File: config.mk
export PLATFORM = sky130hd
export DESIGN_NAME = conv_mac_seq
export DESIGN_NICKNAME = d
export VERILOG_FILES = /design/src/rtl/conv_pkg.sv /design/src/rtl/conv_mac.sv /design/src/rtl/conv_mac_seq.sv
export SDC_FILE = /design/constraint.sdc
export NUM_CORES = 1
export LEC_CHECK = 0
export CORE_MARGIN = 5
export CORE_UTILIZATION = 57
export DETAILED_ROUTE_END_ITERATION = 7
export PLACE_DENSITY = 0.79
export SYNTH_ARGS = -nofsm -noshare
export SYNTH_HDL_FRONTEND = slang
export SYNTH_HIERARCHICAL = 1
export SYNTH_SLANG_ARGS = --single-unit
export TNS_END_PERCENT = 10
File: constraint.sdc
create_clock -name clk_en -period 8.36 [get_ports clk_en]
set_input_delay 1.672 -clock clk_en [delete_from_list [all_inputs] [get_ports clk_en]]
set_output_delay 1.672 -clock clk_en [all_outputs]
set_load 0.1 [all_outputs]
File: src/rtl/conv_pkg.sv
// Shared definitions for the convolution MAC sequencer: FSM state encoding,
// a constant-evaluable ceil(log2) and the minimum accumulator width rule.
package conv_pkg;

    typedef enum logic [2:0] {
        ST_IDLE,
        ST_LOAD,
        ST_MAC,
        ST_OUT,
        ST_DONE
    } conv_state_t;

    // Ceiling log2; clog2(1) = 0.
    function automatic int clog2(input int value);
        int result;
        result = 0;
        for (int v = value - 1; v > 0; v = v >> 1) begin
            result++;
        end
        return result;
    endfunction

    // Narrowest accumulator that cannot overflow on a full kernel of
    // worst-case signed products.
    function automatic int acc_width_min(input int bitwidth, input int taps);
        return 2 * bitwidth + clog2(taps);
    endfunction

endpackage

File: src/rtl/conv_mac.sv
// Signed multiply-accumulate: both operands sign-extended to the accumulator
// width, sum wraps modulo 2^ACC_WIDTH.
module conv_mac
    import conv_pkg::*;
#(
    parameter int BITWIDTH  = 3,
    parameter int ACC_WIDTH = 8
) (
    input  logic                        clk_en,
    input  logic                        rst,
    input  logic                        clr,
    input  logic                        en,
    input  logic signed [BITWIDTH-1:0]  a,
    input  logic signed [BITWIDTH-1:0]  b,
    output logic signed [ACC_WIDTH-1:0] acc
);

    logic signed [ACC_WIDTH-1:0] a_ext;
    logic signed [ACC_WIDTH-1:0] b_ext;
    logic signed [ACC_WIDTH-1:0] prod;

    assign a_ext = ACC_WIDTH'(a);
    assign b_ext = ACC_WIDTH'(b);
    assign prod  = a_ext * b_ext;

    // Accumulator register: clear has priority over accumulate.
    always_ff @(posedge clk_en) begin
        if (rst || clr) begin
            acc <= '0;
        end else if (en) begin
            acc <= acc + prod;
        end
    end

endmodule

File: src/rtl/conv_mac_seq.sv
// Sequencer for the convolution window buffer: sweeps the output map in
// row-major order, walks the kernel one element per cycle, accumulates the
// products and emits each pixel on a valid/ready stream.
module conv_mac_seq
    import conv_pkg::*;
#(
    parameter int WEIGHT_WIDTH  = 2,
    parameter int WEIGHT_HEIGHT = 2,
    parameter int RESULT_WIDTH  = 3,
    parameter int RESULT_HEIGHT = 3,
    parameter int STRIDE        = 1,
    parameter int BITWIDTH      = 3,
    parameter int ACC_WIDTH     = 8
) (
    input  logic                        clk_en,
    input  logic                        rst,
    input  logic                        start,
    output logic                        busy,
    output logic                        done,
    output logic                        conv_on,
    output logic [31:0]                 anchor_l,
    output logic [31:0]                 anchor_c,
    output logic [3:0]                  buf_l,
    output logic [3:0]                  buf_c,
    input  logic signed [BITWIDTH-1:0]  img_cal,
    input  logic signed [BITWIDTH-1:0]  wei_cal,
    output logic                        out_valid,
    input  logic                        out_ready,
    output logic signed [ACC_WIDTH-1:0] out_data,
    output logic                        out_last
);

    localparam int          TAPS     = WEIGHT_WIDTH * WEIGHT_HEIGHT;
    localparam logic [3:0]  KC_LAST  = 4'(WEIGHT_WIDTH - 1);
    localparam logic [3:0]  KL_LAST  = 4'(WEIGHT_HEIGHT - 1);
    localparam logic [31:0] COL_LAST = 32'(RESULT_WIDTH - 1);
    localparam logic [31:0] ROW_LAST = 32'(RESULT_HEIGHT - 1);
    localparam logic [31:0] STRIDE_W = 32'(STRIDE);

    if (ACC_WIDTH < acc_width_min(BITWIDTH, TAPS)) begin : g_acc_width_check
        $error("ACC_WIDTH too narrow for BITWIDTH and kernel size");
    end

    conv_state_t state;
    logic [31:0] out_row;
    logic [31:0] out_col;
    logic [31:0] next_row;
    logic [31:0] next_col;
    logic        kernel_last;
    logic        pixel_last;
    logic        mac_clr;
    logic        mac_en;

    assign kernel_last = (buf_l == KL_LAST) && (buf_c == KC_LAST);
    assign pixel_last  = (out_row == ROW_LAST) && (out_col == COL_LAST);

    // The accumulator reads zero whenever no pixel is being built or shown,
    // and only moves during MAC, so back-pressure freezes out_data.
    assign mac_clr = (state == ST_IDLE) || (state == ST_LOAD) || (state == ST_DONE)
                   || ((state == ST_OUT) && out_ready);
    assign mac_en  = (state == ST_MAC);

    // Row-major successor of the current output pixel.
    always_comb begin
        next_col = out_col + 32'd1;
        next_row = out_row;
        if (out_col == COL_LAST) begin
            next_col = '0;
            next_row = out_row + 32'd1;
        end
    end

    // Sweep FSM with registered control outputs and index counters.
    always_ff @(posedge clk_en) begin
        if (rst) begin
            state     <= ST_IDLE;
            busy      <= 1'b0;
            done      <= 1'b0;
            conv_on   <= 1'b0;
            anchor_l  <= '0;
            anchor_c  <= '0;
            buf_l     <= '0;
            buf_c     <= '0;
            out_valid <= 1'b0;
            out_last  <= 1'b0;
            out_row   <= '0;
            out_col   <= '0;
        end else begin
            done <= 1'b0;
            case (state)
                ST_IDLE: begin
                    if (start) begin
                        state    <= ST_LOAD;
                        busy     <= 1'b1;
                        conv_on  <= 1'b1;
                        out_row  <= '0;
                        out_col  <= '0;
                        anchor_l <= '0;
                        anchor_c <= '0;
                        buf_l    <= '0;
                        buf_c    <= '0;
                    end
                end
                ST_LOAD: begin
                    state <= ST_MAC;
                end
                ST_MAC: begin
                    if (kernel_last) begin
                        state     <= ST_OUT;
                        out_valid <= 1'b1;
                        out_last  <= pixel_last;
                    end else if (buf_c == KC_LAST) begin
                        buf_c <= '0;
                        buf_l <= buf_l + 4'd1;
                    end else begin
                        buf_c <= buf_c + 4'd1;
                    end
                end
                ST_OUT: begin
                    if (out_ready) begin
                        out_valid <= 1'b0;
                        out_last  <= 1'b0;
                        buf_l     <= '0;
                        buf_c     <= '0;
                        if (out_last) begin
                            state    <= ST_DONE;
                            done     <= 1'b1;
                            busy     <= 1'b0;
                            conv_on  <= 1'b0;
                            anchor_l <= '0;
                            anchor_c <= '0;
                        end else begin
                            state    <= ST_LOAD;
                            out_row  <= next_row;
                            out_col  <= next_col;
                            anchor_l <= next_row * STRIDE_W;
                            anchor_c <= next_col * STRIDE_W;
                        end
                    end
                end
                ST_DONE: begin
                    state <= ST_IDLE;
                end
                default: begin
                    state <= ST_IDLE;
                end
            endcase
        end
    end

    conv_mac #(
        .BITWIDTH  (BITWIDTH),
        .ACC_WIDTH (ACC_WIDTH)
    ) u_mac (
        .clk_en (clk_en),
        .rst    (rst),
        .clr    (mac_clr),
        .en     (mac_en),
        .a      (img_cal),
        .b      (wei_cal),
        .acc    (out_data)
    );

endmodule

**Run 1: signal wires on met3**

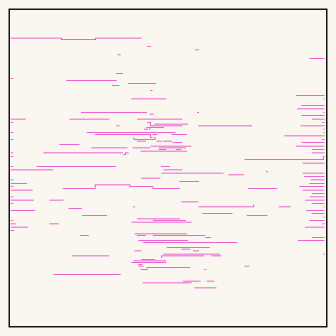
119 nets have wire on it. The layer holds 7.2% of the routed length. The wires run mostly horizontal. The longest straight run is 37.7 um.
met3 Resource Use GR: 0.05426
final wirelength: 18.92 mm

**Run 1: placement density heat map**

13 x 13 tiles, from white (low) to dark blue (high), 0 to 100% covered.
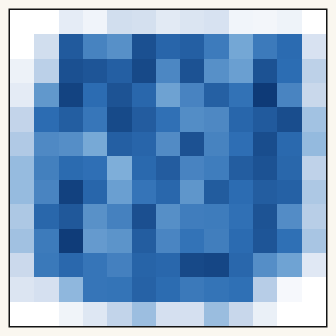
The mean over all tiles is 57%. 35% of the tiles are over 75% full. 5.3% of the tiles are nearly empty.
Core Region: 13350 sq um
fp util: 0.5868
Final Util: 0.7023

==> job_summary.md, run 1 <==
### Metrics collected by this job

| Metric | Value |
|---|---|
| Status | `complete, no violations` |
| FMAX | `0.2063 GHz` |
| Fraction of layout cells with a size suffix above 1 | `0.05672` |
| Critical-path maximum fanout | `3` |
| DR DRC count | `0` |
| Leak Pwr | `between 3 and 4 nW` |
| # rows | `42` |
| Largest net degree at the start of global routing | `55` |
| Critical path origin | `wei_cal[0]` |
| Hold path depth | `2` |
| Synthesized area per cell | `just over 8 sq um` |
| Minimum hold slack | `0.4379 ns` |
| Hold Crit Class | `flip-flop to flip-flop` |
| Combinational fraction of design power | `0.076` |
| Post-Syn Area | `slightly below 8000 sq um` |
| Fin nets | `1034` |
| Detail Placement HPWL | `13.03 mm` |
| Clock root buffer | `clkbuf_16` |
| Cell Int Power | `approximately 0.0012 W` |
| Worst endpoint data arrival time | `5.16 ns` |
| Tcrit/Tclk final | `0.5799` |
| Tool Warnings | `31` |
| RePlAce Congestion | `roughly 0.91` |
| Yosys cell count | `between 900 and 1k` |
| Synth Register Bits | `151` |
| Wirelength per Cell | `16.02 um` |
| Cell Count, Final, Fillers Out | `1181` |
| Setup_tns | `0 ns` |
| Initial DRC count | `490` |
| CTS Buf Count | `17` |
| CTS sink cnt | `151` |
| Vias in the first global route | `approximately 6.4k` |
| Synth Net Count | `985` |
| Post-synth ARST share | `0` |
| Endpoints failing setup | `0` |
| Fin crit period | `4.848 ns` |
| Switching pwr | `0.0003861 W` |
| Worst R2R Path Depth | `5` |
| Pins over their slew limit | `0` |
| Worst VDD drop | `0.1464 mV` |
| Layout fillers | `1080` |
| Final Hold Vio Count | `0` |
| Worst R2R Setup Slack | `5.36 ns` |
| Switching share of total power | `0.2400` |
| Hold wc startpoint | `anchor_l[21]` |
| Unique cell types | `58` |
| Yosys chip area | `slightly below 8000 sq um` |
| CP startpoint kind | `input pin` |
| Worst-margin pin slew | `approximately 1.2 ns` |
| H-Tree Depth | `4` |
| Diode count | `0` |
| Power per cell area | `between 150 and 200 nW/um^2` |
| Most frequent cells in the layout | `151 x dfxtp_1, 128 x nand2_1, 94 x clkdlybuf4s50_1` |
| Main flop type | `dfxtp_1` |
| Critical Path End Type | `flip-flop` |
| Worst setup path class | `input pin to flip-flop` |
| Worst path required time | `8.67 ns` |
| Area growth from synthesis to layout | `19.68%` |
| Max-slew headroom | `0.1640` |
| Antenna viol nets, final | `0` |
| # IOs | `95` |
| Post-CTS Setup Bufs | `0` |
| First-pass GRT wire length | `31.75 mm` |
| CTS tree | `built` |
| Resized Gates After CTS | `0` |
| R2R Path Start | `state[1]` |
| Flop pwr share | `0.453` |
| EDFF count, synth | `0` |
| Hold endpoint | `anchor_l[21]` |
| DRT Pass-1 Iters | `5` |
| Seq/Total Area, Yosys | `0.3859` |
| Clock skew | `between 0.008 and 0.009 ns` |
| Warnings, synthesis | `6` |
| Max clock buf depth | `2` |
| Most common logic cell in the routed design | `dfxtp_1` |
| Clock Pin Slew Worst Setup and Hold Paths | `0.06 ns` |
| DR vias | `7007` |
| Initial antenna violation count | `0` |
| Grt ovf | `0` |
| Chip area | `16190 sq um` |
| Crit Reg-Reg Endpoint | `anchor_l[31]` |
| Total track usage | `0.2388` |
| Worst-Skew Late Latency | `around 0.43 ns` |
| Cell count after synthesis | `approximately 940` |
| CTS Hold Buffers Added | `0` |
| Maxcap violations | `0` |
| Clock network power share | `0.472` |
| RSZ-0062 raised after global routing | `false` |
| Critical Path End | `u_mac/acc[6]` |
| Vias/cell | `5.933` |
| # placed instances | `1149` |
**Run 1: I/O pins on the die edge**

Pins as bars across the die edge, other pins in gray.
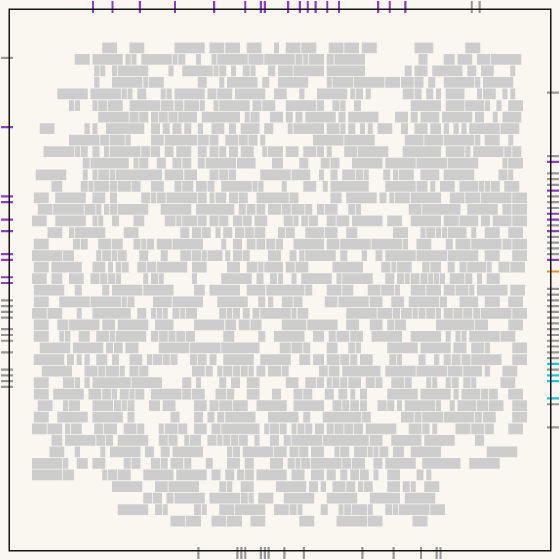
Key: orange = rst [pins 1, direction input, edge east]; purple = anchor_l [pins 32, direction output, edge 17 north, 9 west, 6 east]; cyan = buf_l [pins 4, direction output, edge east]
Die Span X: 127.2 um
PortBufs: 94
Die Y: 127.2 um

run 1: cell type report:
class / instances / area (sq um) / area share
Inverter: 28 / 105.1 / 0.01121
Clock inverter: 12 / 125.1 / 0.01335
Timing Repair Buffer: 104 / 1016 / 0.1084
Tap cell: 176 / 220.2 / 0.02349
Multi-Input combinational cell: 690 / 4418 / 0.4713
Clock buffer: 20 / 466.7 / 0.04979
Sequential cell: 151 / 3023 / 0.3225
run 1: power by group through the flow:
stage          logic (W)  clock network [W]  registers [W]
2_1_floorplan  0.0000779                  0       0.000757
3_5_place_dp    0.000122                  0       0.000744
5_1_grt         0.000135           0.000802       0.000728
3_3_place_gp    0.000120                  0       0.000743
4_1_cts         0.000123           0.000771       0.000728
6_report        0.000122           0.000759       0.000728
run 1: registers in the layout (all words and copies together), names as in the netlist:
register,flops
anchor_c,32
anchor_l,32
buf_c,4
buf_l,4
conv_on,1
done,1
out_col,32
out_last,1
out_row,32
out_valid,1
state,3
u_mac/acc,8
run 1: routing by layer:
layer	vias up	routed length [um]	GRT usage
li1	3474	-	-
met1	3266	8811	0.3363
met2	237	8438	0.3615
met3	30	1358	0.05426
met4	0	307	0.08391
met5	-	0	0
run 1: through the flow:
| step | cell area [sq um] | total power, W | setup slack [ns] |
|---|---|---|---|
| 2_1_floorplan | 7833 | 0.0008354 | 3.754 |
| 3_3_place_gp | 8782 | 0.0008634 | 3.144 |
| 3_5_place_dp | 8782 | 0.0008658 | 3.109 |
| 4_1_cts | 9374 | 0.001622 | 3.503 |
| 5_1_grt | 9374 | 0.001666 | 3.352 |
| 6_report | 9374 | 0.001609 | 3.512 |
run 1: Yosys cell counts, drive strengths merged (15+ instances only):
| cell | instances | area (sq um) |
|---|---|---|
| a21o | 16 | 120.1 |
| a21oi | 42 | 210.2 |
| a31oi | 38 | 237.7 |
| and2 | 20 | 125.1 |
| and3 | 25 | 156.4 |
| buf | 16 | 86.34 |
| clkbuf | 58 | 217.7 |
| dfxtp | 151 | 3023 |
| ha | 23 | 287.8 |
| inv | 28 | 105.1 |
| mux2i | 15 | 150.1 |
| nand2 | 128 | 480.5 |
| nand3 | 47 | 235.2 |
| nand4 | 28 | 181.4 |
| nor2 | 40 | 150.1 |
| nor4 | 39 | 305.3 |
| o21ai | 58 | 290.3 |
| xnor2 | 37 | 324.1 |
| xor2 | 20 | 175.2 |
run 1: worst max-delay path: stages:
cell             delay, ns
clkdlybuf4s50_1       0.50
and2_1                0.16
inv_1                 0.08
fa_1                  0.49
inv_1                 0.06
fa_1                  0.54
fa_1                  0.43
ha_1                  0.24
fa_1                  0.42
a21o_1                0.18
a21oi_1               0.16
xor2_1                0.14
o21ai_0               0.09
run 1: cell families (layout without fill, tap and decap cells):
logic type	after synthesis	in the layout	synth area share
XOR/XNOR	57	57	0.06374
AND-OR/OR-AND	195	195	0.1535
flip-flops	151	151	0.3859
AND/OR/NAND/NOR	391	391	0.2657
multiplexers	15	15	0.01917
adder cells (fa/ha/maj)	32	32	0.05974
buffers and inverters	102	164	0.05224
**Run 1: placed standard cells**

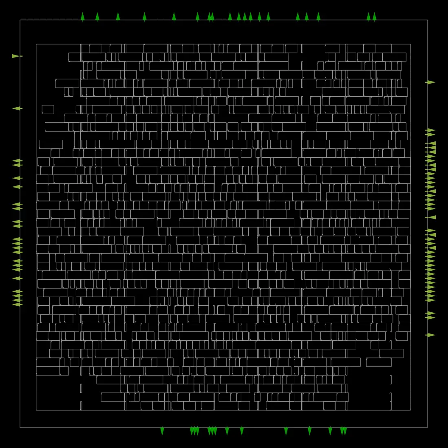

--- run 2 (diff from run 1) ---
--- a/config.mk
+++ b/config.mk
@@ -6,9 +6,9 @@
 export NUM_CORES = 1
 export LEC_CHECK = 0
 export CORE_MARGIN = 5
-export CORE_UTILIZATION = 57
+export CORE_UTILIZATION = 56
 export DETAILED_ROUTE_END_ITERATION = 7
-export PLACE_DENSITY = 0.79
+export PLACE_DENSITY = 0.78
 export SYNTH_ARGS = -nofsm -noshare
 export SYNTH_HDL_FRONTEND = slang
 export SYNTH_HIERARCHICAL = 1
==> constraint.sdc (replaced) <==
create_clock -name clk_en -period 4.5 [get_ports clk_en]
set_input_delay 0.9 -clock clk_en [delete_from_list [all_inputs] [get_ports clk_en]]
set_output_delay 0.9 -clock clk_en [all_outputs]
set_load 0.1 [all_outputs]
**Run 2: placed standard cells**

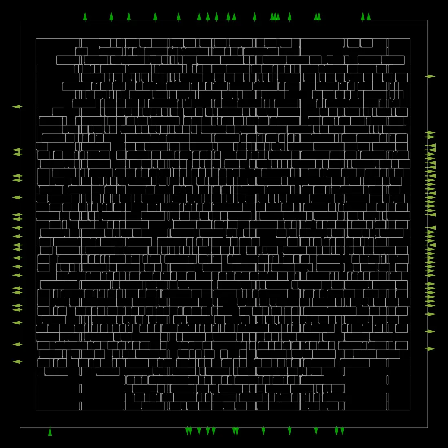
TAP cells: 180
Final Util: 0.6798
flip-flops: 151

**Run 2: clock wires, drivers and flops**

The bar under the picture is 50 um long.
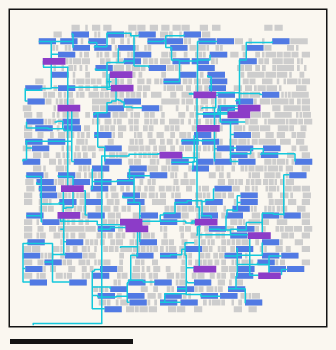
Key: purple = cells driving clock nets [count 17]; cyan = clock wires [length 1790 um]; blue = flip-flops [count 151]
There are 18 routed clock nets.
clock-net power: 0.00131 W
clock network power share: 0.453
clock skew: 0.008938 ns
Worst-Skew Late Latency: 0.42 ns

**Run 2: signal wires on met3**

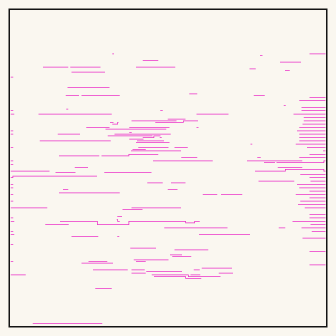
126 nets have wire on it. The layer holds 7.7% of the routed length. The longest straight run is 34.0 um. The layer carries 1460 um of wire.
met3 Resource Use GR: 0.05083
DR vias: 7034
final wirelength: 19.07 mm

==> run 2 against run 1 <==
  * Sequential power up 85%
  * First-iteration DRC count is 33% higher
  * Cell area fell by 0.12%
  * Final cell count is 0.59% higher
  * Clock skew is 0.00080 ns higher
  * Critical path depth unchanged
  * Critical path type unchanged
==> job_summary.md, run 2 <==
### Metrics collected by this job

| Metric | Value |
|---|---|
| Status | `complete, no violations` |
| Vias/cell | `5.921 (-0.21%)` |
| Antenna viol nets, final | `0 (unchanged)` |
| Cell taking the most area after synthesis | `dfxtp_1` |
| Fin nets | `1039 (+0.48%)` |
| Post-CTS Setup Bufs | `0 (unchanged)` |
| Power per cell area | `309.6 nW/um^2 (+80%)` |
| Warnings, synthesis | `6 (unchanged)` |
| Sequential Area | `3023 sq um (unchanged)` |
| Endpoints failing setup | `0 (unchanged)` |
| Synth Register Bits | `151 (unchanged)` |
| Detail Placement HPWL | `13.29 mm (+2.0%)` |
| Layout fillers | `1176 (+8.9%)` |
| Cell Count, Final, Fillers Out | `1188 (+0.59%)` |
| Initial DRC count | `652 (+33%)` |
| Yosys chip area | `7833 sq um (unchanged)` |
| Largest net degree at the start of global routing | `55 (unchanged)` |
| Post-Syn Area | `7833 sq um (unchanged)` |
| RePlAce Congestion | `0.8887 (-2.2%)` |
| Total power | `0.002899 W (+80%)` |
| Max clock buf depth | `2 (unchanged)` |
| CP startpoint kind | `input pin` |
| Seq/Total Area, Yosys | `0.3859 (unchanged)` |
| Most common logic cell in the routed design | `dfxtp_1` |
| CTS sink cnt | `151 (unchanged)` |
| DRT Pass-1 Iters | `5 (unchanged)` |
| Worst endpoint data arrival time | `4.40 ns (-0.76 ns)` |
| CTS Hold Buffers Added | `0 (unchanged)` |
| Tcrit/Tclk final | `0.9104` |
| H-Tree Depth | `4 (unchanged)` |
| Final Worst Setup Slack | `0.4030 ns (-3.109 ns)` |
| # IOs | `95 (unchanged)` |
| Main flop type | `dfxtp_1` |
| Worst VDD drop | `0.2344 mV (+60%)` |
| Largest cells by area | `dfxtp_1 39%, nand2_1 6.1%, xnor2_1 4.1%` |
| PortBufs | `94 (unchanged)` |
| Hold wc startpoint | `anchor_l[23]` |
| Placement Setup Slack | `-0.009913 ns (-3.119 ns)` |
| R2R Path Start | `out_col[23]` |
| Fraction of layout cells with a size suffix above 1 | `0.05853 (+0.001815)` |
| FMAX | `between 0.2 and 0.25 GHz` |
| Leak Pwr | `3.466 nW (+0.23%)` |
| Cell count after synthesis | `943 (unchanged)` |
| Chip area | `16450 sq um (+1.6%)` |
| Diode count | `0 (unchanged)` |
| Resized Gates After CTS | `0 (unchanged)` |
| Hold Crit Class | `flip-flop to flip-flop` |
| Worst R2R Path Depth | `5 (unchanged)` |
| CTS tree | `built` |
| Maxcap violations | `0 (unchanged)` |
| Clock root buffer | `clkbuf_16` |
| Max-slew headroom | `0.3173 (+0.1533)` |
| Clock Pin Slew Worst Setup and Hold Paths | `0.06 ns (about the same)` |
| Synth Net Count | `985 (unchanged)` |
| Core Region | `13770 sq um (+3.2%)` |
| Pins over their slew limit | `0 (unchanged)` |
| Top cells by count, synth | `151 x dfxtp_1, 128 x nand2_1, 58 x clkbuf_1, 56 x o21ai_0, 47 x nand3_1` |
| Critical Path End Type | `flip-flop` |
| DR DRC count | `0 (unchanged)` |
| # rows | `43 (+2.4%)` |
| Grt ovf | `0 (unchanged)` |
| # placed instances | `1158 (+0.78%)` |
| EDFF count, synth | `0 (unchanged)` |
| Worst-margin pin slew | `1.021 ns (-0.2248 ns)` |
| Wirelength per Cell | `16.05 um (+0.21%)` |
| Fin crit period | `4.097 ns` |
| Top-area cell share | `0.3859 (unchanged)` |
| Worst setup path class | `input pin to flip-flop` |
| Fp util | `0.5687 (-0.01812)` |
| Tool Warnings | `31 (unchanged)` |
| Minimum hold slack | `0.4376 ns (-0.0003590 ns)` |
| First-pass GRT wire length | `31.97 mm (+0.72%)` |
| Gate Area | `4418 sq um (unchanged)` |
| Total track usage | `0.2355 (-0.003246)` |
| Most frequent cell after synthesis | `dfxtp_1` |
| Unique cell types | `58 (unchanged)` |
| Hold path depth | `2 (unchanged)` |
| Area growth from synthesis to layout | `19.54%` |
| Initial antenna violation count | `0 (unchanged)` |
| Die Span X | `128.3 um (+0.82%)` |
| RSZ-0062 raised after global routing | `false` |
| Most frequent cells in the layout | `151 x dfxtp_1, 128 x nand2_1, 94 x clkdlybuf4s50_1` |
| Worst path required time | `4.80 ns (-3.87 ns)` |
| CTS Buf Count | `17 (unchanged)` |
| Yosys cell count | `943 (unchanged)` |
| Die Y | `128.3 um (+0.82%)` |
| Vias in the first global route | `6510 (+1.9%)` |
| Critical path origin | `wei_cal[0]` |
| Critical-path maximum fanout | `3 (unchanged)` |
| Synthesized area per cell | `8.306 sq um (unchanged)` |
| Final Hold Vio Count | `0 (unchanged)` |
| Post-synth ARST share | `0 (unchanged)` |
run 2: cell counts after synthesis:
Identical to the previous run, type by type.
run 2: layout make-up:
class	count	area share
Timing Repair Buffer	109	0.1125
Inverter	28	0.01123
Clock buffer	20	0.04878
Sequential cell	151	0.3229
Tap cell	180	0.02405
Clock inverter	10	0.008686
Multi-Input combinational cell	690	0.4719
run 2: report_power, final:
group          leakage [nW]  switching (W)  total [W]  internal [W]
registers              1.22     0.00000942    0.00135       0.00134
logic                  1.98       0.000157   0.000235     0.0000774
clock network         0.271       0.000536    0.00131      0.000776
total                  3.47       0.000703    0.00290       0.00220
run 2: final timing paths:
kind	endpoint	slack [ns]
setup reg to reg	anchor_l[29]	1.80
setup / recovery	u_mac/acc[6]	0.40
hold / removal	anchor_l[23]	0.44
hold reg to reg	anchor_l[23]	0.44
run 2: worst max-delay path, cell delays in order:
cell and delay (ns):
clkdlybuf4s50_1 0.51, and2_1 0.16, inv_1 0.09, fa_1 0.49
inv_1 0.06, fa_1 0.54, fa_1 0.44, ha_1 0.25
fa_1 0.39, a21o_1 0.16, a21oi_1 0.16, xor2_1 0.15
o21ai_0 0.09
run 2: routing by layer:
metal  vias up  global-route usage  wire length, um
met1      3286              0.3426             8970
li1       3476                   -                -
met5         -                   0                0
met3        29             0.05083             1462
met4         0             0.08177              343
met2       243              0.3445             8292
run 2: logic make-up after synthesis:
logic type	count (synthesis)	synth area share
multiplexers	15	0.01917
flip-flops	151	0.3859
adder cells (fa/ha/maj)	32	0.05974
XOR/XNOR	57	0.06374
AND-OR/OR-AND	195	0.1535
buffers and inverters	102	0.05224
AND/OR/NAND/NOR	391	0.2657
run 2: per-stage QoR:
step	cell area, sq um	utilization	setup TNS, ns
after floorplan	7833	-	0
after global placement	8825	0.6407	0
after detailed placement	8825	0.6407	-0.009913
after CTS	9363	0.6798	0
after global routing	9363	0.6798	0
final	9363	0.6798	0
No activity file was given, so power comes from the tool's default toggle rates.
